**config.mk**
```make
export PLATFORM = sky130hd
export DESIGN_NAME = key_debounce_multi
export DESIGN_NICKNAME = d
export VERILOG_FILES = /design/src/rtl/key_pkg.sv /design/src/rtl/key_debounce_ch.sv /design/src/rtl/key_debounce_multi.sv
export SDC_FILE = /design/constraint.sdc
export NUM_CORES = 1
export LEC_CHECK = 0
export ABC_AREA = 1
export CORE_ASPECT_RATIO = 0.6
export CORE_MARGIN = 1
export CORE_UTILIZATION = 56
export DETAILED_ROUTE_END_ITERATION = 7
export HOLD_SLACK_MARGIN = 0.08
export PLACE_DENSITY = 0.78
export SYNTH_ARGS = -nofsm -noshare
export SYNTH_HDL_FRONTEND = slang
export SYNTH_HIERARCHICAL = 1
export SYNTH_SLANG_ARGS = --single-unit
```
**constraint.sdc**
```tcl
create_clock -name clk1M -period 2.1 [get_ports clk1M]
set_input_delay 0.42 -clock clk1M [delete_from_list [all_inputs] [get_ports clk1M]]
set_output_delay 0.42 -clock clk1M [all_outputs]
set_load 0.02 [all_outputs]
```
**src/rtl/key_pkg.sv**
```systemverilog
// Shared defaults and width helper for the multi-channel key debouncer.
// Optional long-press/repeat logic is enabled by KEY_DEBOUNCE_LONG_PRESS_EN.
package key_pkg;

    localparam int KEY_N            = 5;
    localparam int KEY_CLK_DIV      = 1000;
    localparam int KEY_STABLE_CNT   = 20;
    localparam int KEY_LONG_TICKS   = 1000;
    localparam int KEY_REPEAT_TICKS = 200;

    // Bits needed to hold 0..v-1, never less than one bit.
    function automatic int key_clog2(input int v);
        int w;
        w = 0;
        for (int x = v - 1; x > 0; x = x >> 1) w++;
        return (w < 1) ? 1 : w;
    endfunction

endpackage

```
**src/rtl/key_debounce_ch.sv**
```systemverilog
// One debounced key channel: 2-flop synchroniser, tick-qualified stability
// counter, accepted level and one-cycle press/release pulses.
// With KEY_DEBOUNCE_LONG_PRESS_EN defined a hold counter produces long/repeat
// pulses; otherwise key_long is tied low.
module key_debounce_ch
    import key_pkg::*;
#(
    parameter int STABLE_CNT   = KEY_STABLE_CNT,
    parameter int ACTIVE_LOW   = 0,
    parameter int LONG_TICKS   = KEY_LONG_TICKS,
    parameter int REPEAT_TICKS = KEY_REPEAT_TICKS
) (
    input  logic clk1M,
    input  logic rst,
    input  logic tick,
    input  logic key_raw,
    output logic key_state,
    output logic key_pulse,
    output logic key_release,
    output logic key_long
);

    localparam int   CNT_W    = key_clog2(STABLE_CNT);
    // Raw level that means "not pressed"; the synchroniser resets to it so the
    // normalised sample reads as released straight out of reset.
    localparam logic IDLE_RAW = (ACTIVE_LOW != 0);

    logic             sync1_q, sync1_d;
    logic             sync2_q, sync2_d;
    logic [CNT_W-1:0] cnt_q, cnt_d;
    logic             state_q, state_d;
    logic             pulse_q, pulse_d;
    logic             release_q, release_d;
    logic             sample;

    assign sample = sync2_q ^ IDLE_RAW;

    // Next-state: synchronise, count consecutive differing ticks, accept level.
    always_comb begin
        sync1_d = key_raw;
        sync2_d = sync1_q;
        cnt_d   = cnt_q;
        state_d = state_q;
        if (tick) begin
            if (sample == state_q) begin
                cnt_d = '0;
            end else if (cnt_q == CNT_W'(STABLE_CNT - 1)) begin
                state_d = sample;
                cnt_d   = '0;
            end else begin
                cnt_d = cnt_q + 1'b1;
            end
        end
        pulse_d   = state_d & ~state_q;
        release_d = ~state_d & state_q;
    end

    // State registers; reset discards pending counts and suppresses pulses.
    always_ff @(posedge clk1M) begin
        if (rst) begin
            sync1_q   <= IDLE_RAW;
            sync2_q   <= IDLE_RAW;
            cnt_q     <= '0;
            state_q   <= 1'b0;
            pulse_q   <= 1'b0;
            release_q <= 1'b0;
        end else begin
            sync1_q   <= sync1_d;
            sync2_q   <= sync2_d;
            cnt_q     <= cnt_d;
            state_q   <= state_d;
            pulse_q   <= pulse_d;
            release_q <= release_d;
        end
    end

    assign key_state   = state_q;
    assign key_pulse   = pulse_q;
    assign key_release = release_q;

`ifdef KEY_DEBOUNCE_LONG_PRESS_EN
    localparam int HOLD_W = key_clog2(LONG_TICKS + 1);

    logic [HOLD_W-1:0] hold_q, hold_d;
    logic              long_q, long_d;

    // Hold counter only advances on ticks where the key was and stays pressed,
    // so the accepting tick never counts and key_long cannot meet key_pulse.
    always_comb begin
        hold_d = hold_q;
        long_d = 1'b0;
        if (!state_d) begin
            hold_d = '0;
        end else if (tick && state_q) begin
            if (hold_q == HOLD_W'(LONG_TICKS - 1)) begin
                long_d = 1'b1;
                hold_d = HOLD_W'(LONG_TICKS - REPEAT_TICKS);
            end else begin
                hold_d = hold_q + 1'b1;
            end
        end
    end

    // Hold counter and long-pulse registers.
    always_ff @(posedge clk1M) begin
        if (rst) begin
            hold_q <= '0;
            long_q <= 1'b0;
        end else begin
            hold_q <= hold_d;
            long_q <= long_d;
        end
    end

    assign key_long = long_q;
`else
    localparam int long_cfg_unused = LONG_TICKS + REPEAT_TICKS;
    assign key_long = 1'b0;
`endif

endmodule

```
**src/rtl/key_debounce_multi.sv**
```systemverilog
// N-channel push-button debouncer on clk1M with a shared internal sample tick.
// KEY_DEBOUNCE_LONG_PRESS_EN enables per-channel long-press/repeat pulses.
module key_debounce_multi
    import key_pkg::*;
#(
    parameter int N            = KEY_N,
    parameter int CLK_DIV      = KEY_CLK_DIV,
    parameter int STABLE_CNT   = KEY_STABLE_CNT,
    parameter int ACTIVE_LOW   = 0,
    parameter int LONG_TICKS   = KEY_LONG_TICKS,
    parameter int REPEAT_TICKS = KEY_REPEAT_TICKS
) (
    input  logic         clk1M,
    input  logic         rst,
    input  logic [N-1:0] key,
    output logic [N-1:0] key_state,
    output logic [N-1:0] key_pulse,
    output logic [N-1:0] key_release,
    output logic [N-1:0] key_long
);

    localparam int DIV_W = key_clog2(CLK_DIV);

    logic [DIV_W-1:0] div_q, div_d;
    logic             tick;

    // Tick on the last count of each period; CLK_DIV=1 ticks every cycle.
    assign tick = (div_q == DIV_W'(CLK_DIV - 1));

    // Divider next-state: wrap to zero on the tick cycle.
    always_comb begin
        div_d = tick ? '0 : div_q + 1'b1;
    end

    // Divider register.
    always_ff @(posedge clk1M) begin
        if (rst) div_q <= '0;
        else     div_q <= div_d;
    end

    for (genvar i = 0; i < N; i++) begin : g_ch
        key_debounce_ch #(
            .STABLE_CNT   (STABLE_CNT),
            .ACTIVE_LOW   (ACTIVE_LOW),
            .LONG_TICKS   (LONG_TICKS),
            .REPEAT_TICKS (REPEAT_TICKS)
        ) u_ch (
            .clk1M       (clk1M),
            .rst         (rst),
            .tick        (tick),
            .key_raw     (key[i]),
            .key_state   (key_state[i]),
            .key_pulse   (key_pulse[i]),
            .key_release (key_release[i]),
            .key_long    (key_long[i])
        );
    end

endmodule

```
==> run notes, run 1 <==
yosys + openroad results -> outcome=finished, final reports clean, crit end category=register, total routed wire length on the met1 layer=2310 um, number of H-tree levels=3, count of inverters not on the clock network in the layout=49, dominant class by area=logic gates, ys flop type=sky130_fd_sc_hd__dfxtp_1, Worst Reg-to-Reg Cells=11, TritonCTS clock tree=built, fraction of power consumed by combinational cells=0.035, vias per inst=4.67, wire length on met2=2030 um, met1 Usage GRT=0.252, met2 Use GR=0.320, internal cell power=1.62 mW, Crit. path cell count=11, clock transition at the registers of the reported paths=0.06 ns, Hold Worst Slack=0.404 ns, Design Power=2.09 mW, post-synthesis instance total=352, post-detailed-placement half-perimeter wirelength=3330 um, Row Count=19, met3 routed wirelength=256 um, Die X=92.6 um, endpoint required time on the critical path=2.32 ns, Synth top cell by count=sky130_fd_sc_hd__nand2_1, Compound Share, Synth=0.0163, RSZ-0062 raised after global routing=false, nets@finish=391, placer's final routability congestion estimate=0.790, setup clock skew after layout=0.00643 ns, Main logic family=simple AND/OR/NAND/NOR gates, multiplexer area fraction after synthesis=0.0181, worst hold path stage count=2, share of flip-flops with an asynchronous set or reset after synthesis=0, via count of the first global-routing pass=1,923, post-CTS resize count=0, filler instances=403, flip-flop and latch power=1.16 mW, Final Slew Violations=0, post-synthesis adder-cell area fraction=0.0272, nets in the synthesized netlist=365, clk cell area share=0.0498, hold-critical path endpoint=g_ch[2].u_ch/sample, ranking of synthesized cells by instance count=69 x sky130_fd_sc_hd__nand2_1, 66 x sky130_fd_sc_hd__nor2_1, 60 x sky130_fd_sc_hd__dfxtp_1, 44 x sky130_fd_sc_hd__inv_1, 14 x sky130_fd_sc_hd__nand3_1, pre-CTS worst setup slack=0.314 ns
## run 1: sequential cells by signal, indices dropped and copies added (netlist names)
name                   cells
div_q                     10
g_ch.u_ch/cnt_q           25
g_ch.u_ch/key_pulse        5
g_ch.u_ch/key_release      5
g_ch.u_ch/key_state        5
g_ch.u_ch/sample           5
g_ch.u_ch/sync1_q          5
## run 1: layout by cell type, fill, tap and decap left out, drive strengths merged
cell           instances
nand3                 25
clkbuf                11
nand2                 80
ha                     6
o21ai                  5
xnor2                  8
nor2                  73
clkdlybuf4s50         21
a21oi                  4
conb                   5
dfxtp                 60
nand3b                 1
buf                    4
nand4                  5
nor3                  10
clkinv                 3
inv                   49
mux2i                  5
xor2                   6
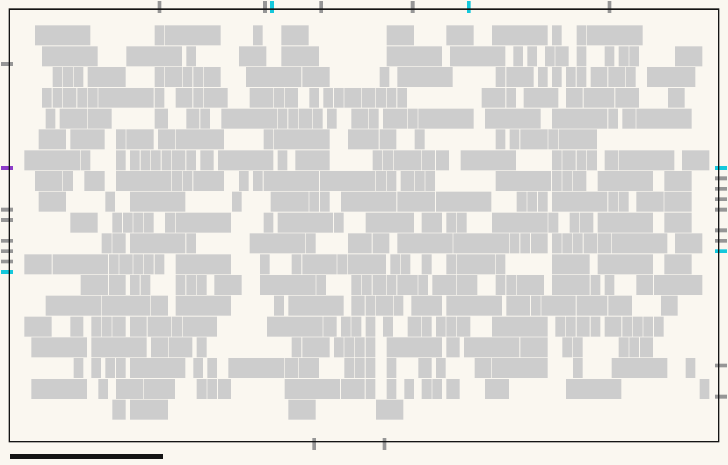
Run 1: ports around the boundary
Bar = 20 um. Pins as bars across the die edge, other pins in gray.
[purple] rst | pins: 1 | direction: input | edge: left
[cyan] key_pulse | pins: 5 | direction: output | edge: 2 top, 2 right, 1 left

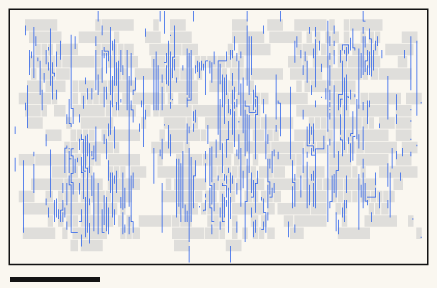
Run 1: M2 wires
Bar = 20 um.
share of all routed wire: 43%
nets with wire on the layer: 293
longest straight run: 28.9 um
wire length on this layer: 2,030 um
main direction: vertical

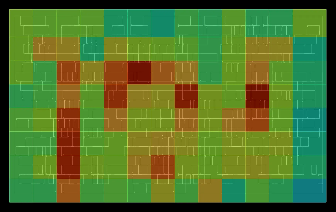
Run 1: routing congestion map
global-route total usage across every layer: 0.206
layer with the highest usage after global routing: met2
met3 Track Usage GR: 0.0718
utilization after layout: 0.674
average wire per cell in the routed design: 10.5 um

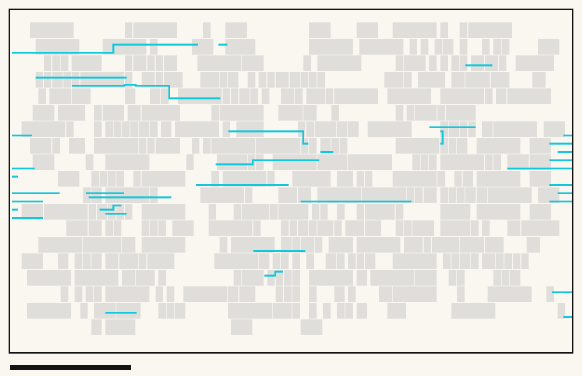
Run 1: M3 wires
Bar = 20 um.
share of all routed wire: 5.5%
main direction: horizontal
wire length on this layer: 257 um
nets with wire on the layer: 30

Run 1, signal wires on met1:
Bar = 20 um.
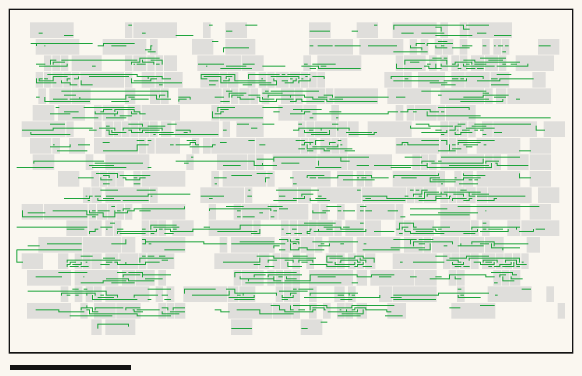

==> run 2, diff against run 1 <==
- CORE_UTILIZATION: 56 -> 60
- PLACE_DENSITY: 0.78 -> 0.93
- clock period: 2.1 -> 2.3 ns (I/O delays scaled with it)
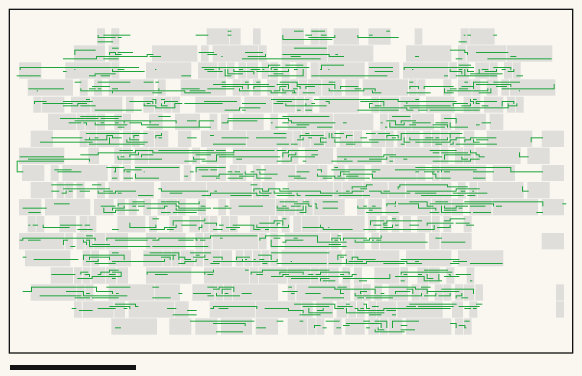
Run 2: signal wires on met1
Bar = 20 um.
wire length on this layer: 2,370 um
longest straight run: 18.9 um
main direction: horizontal

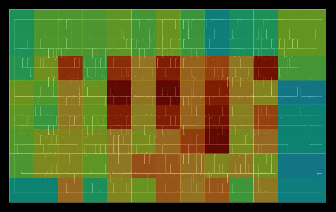
Run 2: routing congestion map
met2 Use GR: 0.407
met3 Track Usage GR: 0.110
met1 Usage GRT: 0.275
average wire per cell in the routed design: 11.8 um
utilization after layout: 0.745

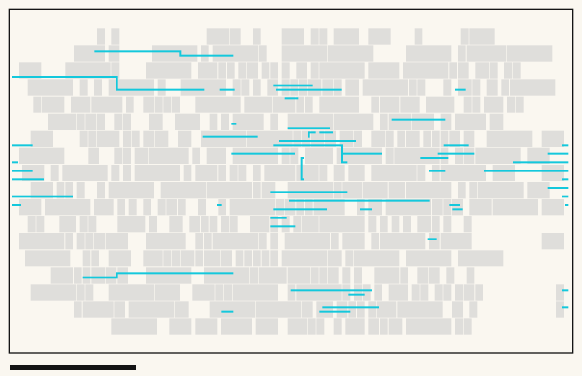
Run 2: M3 wires
Bar = 20 um.
via total after detailed routing: 2,222
final WL: 5240 um

==> run 2 against run 1 <==
  * Final cell count is the same
  * Sequential share of layout area shrank 0.35 points
  * Critical path depth is the same
  * Critical endpoint is now g_ch[2].u_ch/cnt_q[3]
  * First-iteration DRC count grew 13%
  * Largest cell class unchanged
  * Design area grew 0.92%
  * Synthesized cell count is the same
  * Via count grew 7.2%
  * Worst setup slack gained 0.13 ns
  * Fmax shrank 3.8%
==> run notes, run 2 <==
yosys + openroad results -> Worst Reg-to-Reg Cells=11 (unchanged), post-detailed-placement half-perimeter wirelength=3690 um (+11%), most frequently placed logic cells in the final layout=69 x sky130_fd_sc_hd__nand2_1, 66 x sky130_fd_sc_hd__nor2_1, 60 x sky130_fd_sc_hd__dfxtp_1, dominant class by area=logic gates, setup clock skew after layout=0.00908 ns (+0.00265 ns), pre-CTS worst setup slack=0.475 ns (+0.161 ns), area taken by flip-flops and latches=1200 sq um, Compound Share, Synth=0.0163 (unchanged), nets@finish=392 (+0.26%), worst hold path stage count=2 (unchanged), flip-flop and latch power=1.06 mW (-9%), post-CTS resize count=0 (unchanged), clk cell area share=0.0533 (+0.00350), global-route total usage across every layer=0.247 (+0.0408), share of flip-flops with an asynchronous set or reset after synthesis=0 (unchanged), post-synthesis sequential area ratio=0.435, placer's final routability congestion estimate=0.817 (+3.5%), largest registers=g_ch.u_ch/cnt_q (25), div_q (10), nets in the synthesized netlist=365 (unchanged), total of hold buffers inserted after clock tree synthesis=0, Final Slew Violations=0 (unchanged), count of inverters not on the clock network in the layout=49 (unchanged), vias per inst=5.00 (+7.2%), ys flop type=sky130_fd_sc_hd__dfxtp_1, Hold Worst Slack=0.408 ns (+0.00357 ns), post-synthesis instance total=352 (unchanged), Die X=89.5 um (-3.3%), Row Count=18 (-1), TritonCTS clock tree=built, ranking of synthesized cells by instance count=69 x sky130_fd_sc_hd__nand2_1, 66 x sky130_fd_sc_hd__nor2_1, 60 x sky130_fd_sc_hd__dfxtp_1, 44 x sky130_fd_sc_hd__inv_1, 14 x sky130_fd_sc_hd__nand3_1, wire length on met2=2440 um (+20%), via count of the first global-routing pass=1,982 (+3.1%), endpoint required time on the critical path=2.54 ns (+0.22 ns), clock transition at the registers of the reported paths=0.07 ns (about the same), met3 routed wirelength=326 um (+27%), filler instances=310 (-23%), crit end category=register, number of H-tree levels=3 (unchanged), multiplexer area fraction after synthesis=0.0181 (unchanged), hold-critical path endpoint=g_ch[4].u_ch/sample, non-clock buffer contribution to total cell area=0.0821, Main logic family=simple AND/OR/NAND/NOR gates, total routed wire length on the met1 layer=2370 um (+2.7%), post-synthesis adder-cell area fraction=0.0272 (unchanged), fraction of power consumed by combinational cells=0.037 (+0.002), maximum fanout count along the critical path=35, most numerous logic cell after layout=sky130_fd_sc_hd__nand2_1, outcome=finished, final reports clean, Design Power=1.95 mW (-6.5%)
[run 2: worst max-delay path: stages, from the launching register on]
cell	delay (ns)
sky130_fd_sc_hd__dfxtp_1	0.39
sky130_fd_sc_hd__ha_1	0.25
sky130_fd_sc_hd__inv_1	0.06
sky130_fd_sc_hd__nor2_1	0.11
sky130_fd_sc_hd__nand3_1	0.13
sky130_fd_sc_hd__inv_1	0.12
sky130_fd_sc_hd__buf_12	0.23
sky130_fd_sc_hd__nand2_1	0.13
sky130_fd_sc_hd__nor2_1	0.13
sky130_fd_sc_hd__nand2_1	0.06
sky130_fd_sc_hd__nand2_1	0.08
sky130_fd_sc_hd__nor2_1	0.05
Power figures rest on the tool's default switching activity, not on a simulated workload.
